## src/rtl/alu_sequencer_if.sv

```systemverilog
// Request/ALU-control bundle for alu_sequencer.
// Ports: req_* handshake, alu_* control/status, opnd_hi, res_we, done, flags.
interface alu_sequencer_if;
  logic        req_valid;
  logic        req_ready;
  logic [3:0]  req_op;
  logic        req_wide;
  logic        req_use_carry;
  logic [4:0]  alu_f;
  logic        alu_csel;
  logic        alu_ucin;
  logic        alu_srcin;
  logic        alu_notALUOE;
  logic        alu_notShiftOE;
  logic [15:0] alu_y;
  logic        alu_cout;
  logic        alu_zout;
  logic        opnd_hi;
  logic        res_we;
  logic        done;
  logic        flag_c;
  logic        flag_z;

  modport slave (
    input  req_valid, req_op, req_wide, req_use_carry,
    input  alu_y, alu_cout, alu_zout,
    output req_ready, alu_f, alu_csel, alu_ucin, alu_srcin,
    output alu_notALUOE, alu_notShiftOE,
    output opnd_hi, res_we, done, flag_c, flag_z
  );

  modport master (
    output req_valid, req_op, req_wide, req_use_carry,
    output alu_y, alu_cout, alu_zout,
    input  req_ready, alu_f, alu_csel, alu_ucin, alu_srcin,
    input  alu_notALUOE, alu_notShiftOE,
    input  opnd_hi, res_we, done, flag_c, flag_z
  );
endinterface

```

## src/rtl/alu_sequencer.sv

```systemverilog
// Control FSM for the 16-bit ALU/shifter: one op per handshake, 32-bit via two passes.
// Ports: clock, reset (async, active-high), bus (alu_sequencer_if.slave).
module alu_sequencer (
  input  logic               clock,
  input  logic               reset,
  alu_sequencer_if.slave     bus
);

  typedef enum logic [1:0] {
    IDLE = 2'd0,
    LO   = 2'd1,
    HI   = 2'd2,
    DONE = 2'd3
  } state_t;

  state_t      state_q, state_d;
  logic [3:0]  op_q, op_d;
  logic        wide_q, wide_d;
  logic        uc_q, uc_d;
  logic        zlo_q, zlo_d;
  logic        fc_q, fc_d;
  logic        fz_q, fz_d;

  logic [4:0]  f_q, f_d;
  logic        csel_q, csel_d;
  logic        ucin_q, ucin_d;
  logic        srcin_q, srcin_d;
  logic        naoe_q, naoe_d;
  logic        nsoe_q, nsoe_d;
  logic        hi_q, hi_d;
  logic        we_q, we_d;
  logic        done_q, done_d;
  logic        rdy_q, rdy_d;

  function automatic logic [4:0] f_of(input logic [3:0] op);
    logic [4:0] f;
    f = 5'b00000;
    unique case (op)
      4'd0:    f = 5'b10010;
      4'd1:    f = 5'b01100;
      4'd2:    f = 5'b10111;
      4'd3:    f = 5'b11101;
      4'd4:    f = 5'b01101;
      4'd5:    f = 5'b00001;
      4'd6:    f = 5'b11111;
      4'd7:    f = 5'b00101;
      4'd8:    f = 5'b00010;
      default: f = 5'b00000;
    endcase
    return f;
  endfunction

  logic cur_arith, cur_shift, cur_nop;
  logic nxt_arith, nxt_alu, nxt_shift, nxt_nop;

  assign cur_arith = (op_q <= 4'd1);
  assign cur_shift = (op_q == 4'd7) || (op_q == 4'd8);
  assign cur_nop   = (op_q > 4'd8);
  assign nxt_arith = (op_d <= 4'd1);
  assign nxt_alu   = (op_d <= 4'd6);
  assign nxt_shift = (op_d == 4'd7) || (op_d == 4'd8);
  assign nxt_nop   = (op_d > 4'd8);

  always_comb begin
    state_d = state_q;
    op_d    = op_q;
    wide_d  = wide_q;
    uc_d    = uc_q;
    zlo_d   = zlo_q;
    fc_d    = fc_q;
    fz_d    = fz_q;

    unique case (state_q)
      IDLE: begin
        if (bus.req_valid) begin
          state_d = LO;
          op_d    = bus.req_op;
          wide_d  = bus.req_wide;
          uc_d    = bus.req_use_carry;
        end
      end
      LO: begin
        zlo_d = bus.alu_zout;
        if (wide_q && (op_q <= 4'd6)) begin
          state_d = HI;
        end else begin
          state_d = DONE;
          if (!cur_nop)
            fz_d = bus.alu_zout;
          if (cur_arith || cur_shift)
            fc_d = bus.alu_cout;
        end
      end
      HI: begin
        state_d = DONE;
        fz_d    = zlo_q & bus.alu_zout;
        if (cur_arith)
          fc_d = bus.alu_cout;
      end
      DONE: state_d = IDLE;
      default: state_d = IDLE;
    endcase
  end

  // Outputs are decoded from the next state so they are
  // registered and stable for the whole LO/HI cycle.
  always_comb begin
    f_d     = 5'b00000;
    csel_d  = 1'b0;
    ucin_d  = 1'b0;
    srcin_d = 1'b0;
    naoe_d  = 1'b1;
    nsoe_d  = 1'b1;
    hi_d    = 1'b0;
    we_d    = 1'b0;
    done_d  = 1'b0;
    rdy_d   = 1'b0;

    unique case (state_d)
      IDLE: rdy_d = 1'b1;
      LO: begin
        f_d    = f_of(op_d);
        naoe_d = !nxt_alu;
        nsoe_d = !nxt_shift;
        ucin_d = (op_d == 4'd1);
        we_d   = !nxt_nop;
        if (nxt_arith && uc_d) begin
          csel_d  = 1'b1;
          srcin_d = fc_q;
        end
      end
      HI: begin
        f_d    = f_of(op_d);
        naoe_d = 1'b0;
        ucin_d = (op_d == 4'd1);
        hi_d   = 1'b1;
        we_d   = 1'b1;
        // Chain the low-word carry sampled at the end of LO.
        if (nxt_arith) begin
          csel_d  = 1'b1;
          srcin_d = bus.alu_cout;
        end
      end
      DONE: done_d = 1'b1;
      default: rdy_d = 1'b0;
    endcase
  end

  always_ff @(posedge clock or posedge reset) begin
    if (reset) begin
      state_q <= IDLE;
      op_q    <= 4'd0;
      wide_q  <= 1'b0;
      uc_q    <= 1'b0;
      zlo_q   <= 1'b0;
      fc_q    <= 1'b0;
      fz_q    <= 1'b0;
      f_q     <= 5'b00000;
      csel_q  <= 1'b0;
      ucin_q  <= 1'b0;
      srcin_q <= 1'b0;
      naoe_q  <= 1'b1;
      nsoe_q  <= 1'b1;
      hi_q    <= 1'b0;
      we_q    <= 1'b0;
      done_q  <= 1'b0;
      rdy_q   <= 1'b1;
    end else begin
      state_q <= state_d;
      op_q    <= op_d;
      wide_q  <= wide_d;
      uc_q    <= uc_d;
      zlo_q   <= zlo_d;
      fc_q    <= fc_d;
      fz_q    <= fz_d;
      f_q     <= f_d;
      csel_q  <= csel_d;
      ucin_q  <= ucin_d;
      srcin_q <= srcin_d;
      naoe_q  <= naoe_d;
      nsoe_q  <= nsoe_d;
      hi_q    <= hi_d;
      we_q    <= we_d;
      done_q  <= done_d;
      rdy_q   <= rdy_d;
    end
  end

  assign bus.req_ready      = rdy_q;
  assign bus.alu_f          = f_q;
  assign bus.alu_csel       = csel_q;
  assign bus.alu_ucin       = ucin_q;
  assign bus.alu_srcin      = srcin_q;
  assign bus.alu_notALUOE   = naoe_q;
  assign bus.alu_notShiftOE = nsoe_q;
  assign bus.opnd_hi        = hi_q;
  assign bus.res_we         = we_q;
  assign bus.done           = done_q;
  assign bus.flag_c         = fc_q;
  assign bus.flag_z         = fz_q;

endmodule

```

## src/flat_wrapper.sv

```systemverilog
// flat-port wrapper written by rule: the top's interface ports become plain ports
module alu_sequencer_flat 
  (clock, reset, bus_req_valid, bus_req_op, bus_req_wide, bus_req_use_carry, bus_alu_y, bus_alu_cout, bus_alu_zout, bus_req_ready, bus_alu_f, bus_alu_csel, bus_alu_ucin, bus_alu_srcin, bus_alu_notALUOE, bus_alu_notShiftOE, bus_opnd_hi, bus_res_we, bus_done, bus_flag_c, bus_flag_z);
  alu_sequencer_if bus_i ();
  input  logic clock;
  input  logic reset;
  input wire logic [$bits(bus_i.req_valid)-1:0] bus_req_valid;
  input wire logic [$bits(bus_i.req_op)-1:0] bus_req_op;
  input wire logic [$bits(bus_i.req_wide)-1:0] bus_req_wide;
  input wire logic [$bits(bus_i.req_use_carry)-1:0] bus_req_use_carry;
  input wire logic [$bits(bus_i.alu_y)-1:0] bus_alu_y;
  input wire logic [$bits(bus_i.alu_cout)-1:0] bus_alu_cout;
  input wire logic [$bits(bus_i.alu_zout)-1:0] bus_alu_zout;
  output wire logic [$bits(bus_i.req_ready)-1:0] bus_req_ready;
  output wire logic [$bits(bus_i.alu_f)-1:0] bus_alu_f;
  output wire logic [$bits(bus_i.alu_csel)-1:0] bus_alu_csel;
  output wire logic [$bits(bus_i.alu_ucin)-1:0] bus_alu_ucin;
  output wire logic [$bits(bus_i.alu_srcin)-1:0] bus_alu_srcin;
  output wire logic [$bits(bus_i.alu_notALUOE)-1:0] bus_alu_notALUOE;
  output wire logic [$bits(bus_i.alu_notShiftOE)-1:0] bus_alu_notShiftOE;
  output wire logic [$bits(bus_i.opnd_hi)-1:0] bus_opnd_hi;
  output wire logic [$bits(bus_i.res_we)-1:0] bus_res_we;
  output wire logic [$bits(bus_i.done)-1:0] bus_done;
  output wire logic [$bits(bus_i.flag_c)-1:0] bus_flag_c;
  output wire logic [$bits(bus_i.flag_z)-1:0] bus_flag_z;
  assign bus_i.req_valid = bus_req_valid;
  assign bus_i.req_op = bus_req_op;
  assign bus_i.req_wide = bus_req_wide;
  assign bus_i.req_use_carry = bus_req_use_carry;
  assign bus_i.alu_y = bus_alu_y;
  assign bus_i.alu_cout = bus_alu_cout;
  assign bus_i.alu_zout = bus_alu_zout;
  assign bus_req_ready = bus_i.req_ready;
  assign bus_alu_f = bus_i.alu_f;
  assign bus_alu_csel = bus_i.alu_csel;
  assign bus_alu_ucin = bus_i.alu_ucin;
  assign bus_alu_srcin = bus_i.alu_srcin;
  assign bus_alu_notALUOE = bus_i.alu_notALUOE;
  assign bus_alu_notShiftOE = bus_i.alu_notShiftOE;
  assign bus_opnd_hi = bus_i.opnd_hi;
  assign bus_res_we = bus_i.res_we;
  assign bus_done = bus_i.done;
  assign bus_flag_c = bus_i.flag_c;
  assign bus_flag_z = bus_i.flag_z;
  alu_sequencer u_core (.clock(clock), .reset(reset), .bus(bus_i));
endmodule
```

## config.mk

```make
export PLATFORM = sky130hd
export DESIGN_NAME = alu_sequencer_flat
export DESIGN_NICKNAME = d
export VERILOG_FILES = /design/src/rtl/alu_sequencer_if.sv /design/src/rtl/alu_sequencer.sv /design/src/flat_wrapper.sv
export SDC_FILE = /design/constraint.sdc
export NUM_CORES = 1
export LEC_CHECK = 0
export CORE_ASPECT_RATIO = 1.4
export CORE_MARGIN = 1
export CORE_UTILIZATION = 40
export DETAILED_ROUTE_END_ITERATION = 6
export PLACE_DENSITY_LB_ADDON = 0.2
export SYNTH_ARGS = -nofsm -noshare
export SYNTH_HDL_FRONTEND = slang
export SYNTH_SLANG_ARGS = --single-unit
```

## constraint.sdc

```tcl
create_clock -name clock -period 2.35 [get_ports clock]
set_clock_uncertainty 0.2 [all_clocks]
set_input_delay 0.47 -clock clock [delete_from_list [all_inputs] [get_ports clock]]
set_output_delay 0.47 -clock clock [all_outputs]
set_load 0.01 [all_outputs]
```

==> changes_impl.md <==
### Physical design

* Sum Neg Setup Slack at 0 ns
* Sink Count at 25
* Total track usage at 16.9%
* CP Cell Sequence: inv_1 > ha_1 > nor2_1 > a22o_1 > ha_1 > inv_1 > nand2_1 > nor3_1
* Minimum clock period at 2.11 ns
* Hold/Removal Path Class: input port to async pin
* Cell count of the worst reg-to-reg path at 8
* Comb_multi_in at 61
* Commonest Layout Cell: clkdlybuf4s50_1
* Clk cell area share at 1.71%
* Pin count of the biggest net entering global routing at 26
* OpenROAD warning count at 48
* Unique cell types at 34
* Final Cell Area at 1540 um^2
* Routed wire length per instance at 13.3 um
* Floorplan net count at 132
* Top cells by area: dfrtp_1 (47%), ha_1 (8.6%), dfstp_2 (6.8%), mux2_2 (3.9%), mux2i_4 (3.9%)
* Post-synth EDFFs at 0
* Fill count at 255
* Signal buffers share of area at 19.8%
* Grt peak-use layer: met2
* CTS Buffer Depth at 2
* Post-synth top cells: dfrtp_1 (22), inv_1 (9), ha_1 (8), o21ai_0 (7), nor2_1 (5)
* Seq share, synth at 54.1%
* Final HPWL DP at 1700 um
* Layout net count at 169
* Worst hold slack at 0.286 ns
* Comb area at 493 um^2
* Synth top cell by count: dfrtp_1
* Cell taking the most area after synthesis: dfrtp_1
* DRC at 0
* Status: finished clean
* Fraction of area in registers at 40.9%
* Final setup viols at 0
* Clock Pin Slew Worst Setup and Hold Paths at 0.13 ns
* CP endpoint: u_core.bus.alu_ucin
* Post-CTS Setup Inserts at 0
* Final period utilization at 89.8%
* Worst R2R Setup Slack at 0.24 ns
* Floorplan Core Area at 2700 um^2
[critical path: cells and delay by family (launching register included)]
| kind | cells | cell delay, ns |
|---|---|---|
| adders and majority gates | 2 | 0.55 |
| AOI/OAI and AO/OA | 1 | 0.23 |
| buffers and inverters | 2 | 0.18 |
| DFF | 1 | 0.42 |
| and+or+nand+nor | 3 | 0.46 |
[layer usage]
layer  wire length [um]  part of all wire [%]  up-vias
li1                   -                     -      409
met1                964                    43      433
met2               1140                    51       21
met3                 84                   3.7        5
met4                 52                   2.3        0
met5                  0                     0        -
[where the power goes]
group          internal (mW)  total [mW]  switching (mW)
Sequential             0.632       0.735           0.104
Clock                 0.0664       0.189           0.122
Combinational          0.667        1.36           0.694
Total                   1.36        2.28           0.920
M1 wires:
(6 px per um) Cells faint in the background.
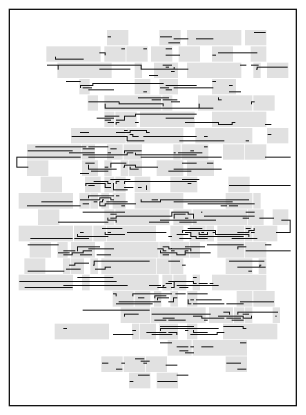
main direction: horizontal
longest straight run: 17.9 um
Detailed Route WL: 2250 um
vias: 868

Met2 routing:
(8 px per um)
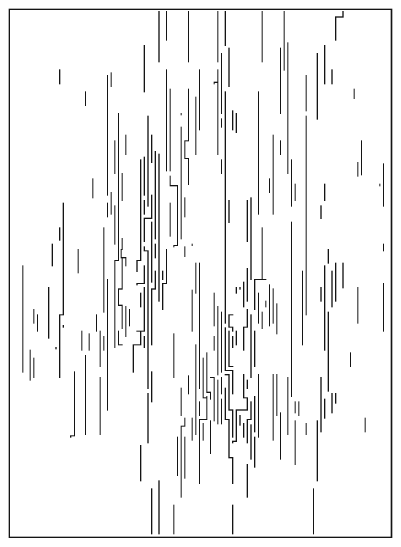
nets with wire on the layer: 135
wire length on this layer: 1140 um
main direction: vertical
M2 GR Usage: 27.4%

Signal wires on met3:
(4 px per um) Cells faint in the background.
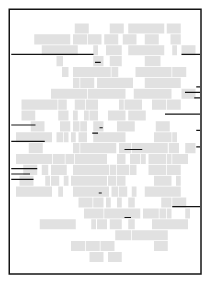
wire length on this layer: 84.4 um
longest straight run: 20.2 um
main direction: horizontal

Power figures rest on the tool's default switching activity, not on a simulated workload.
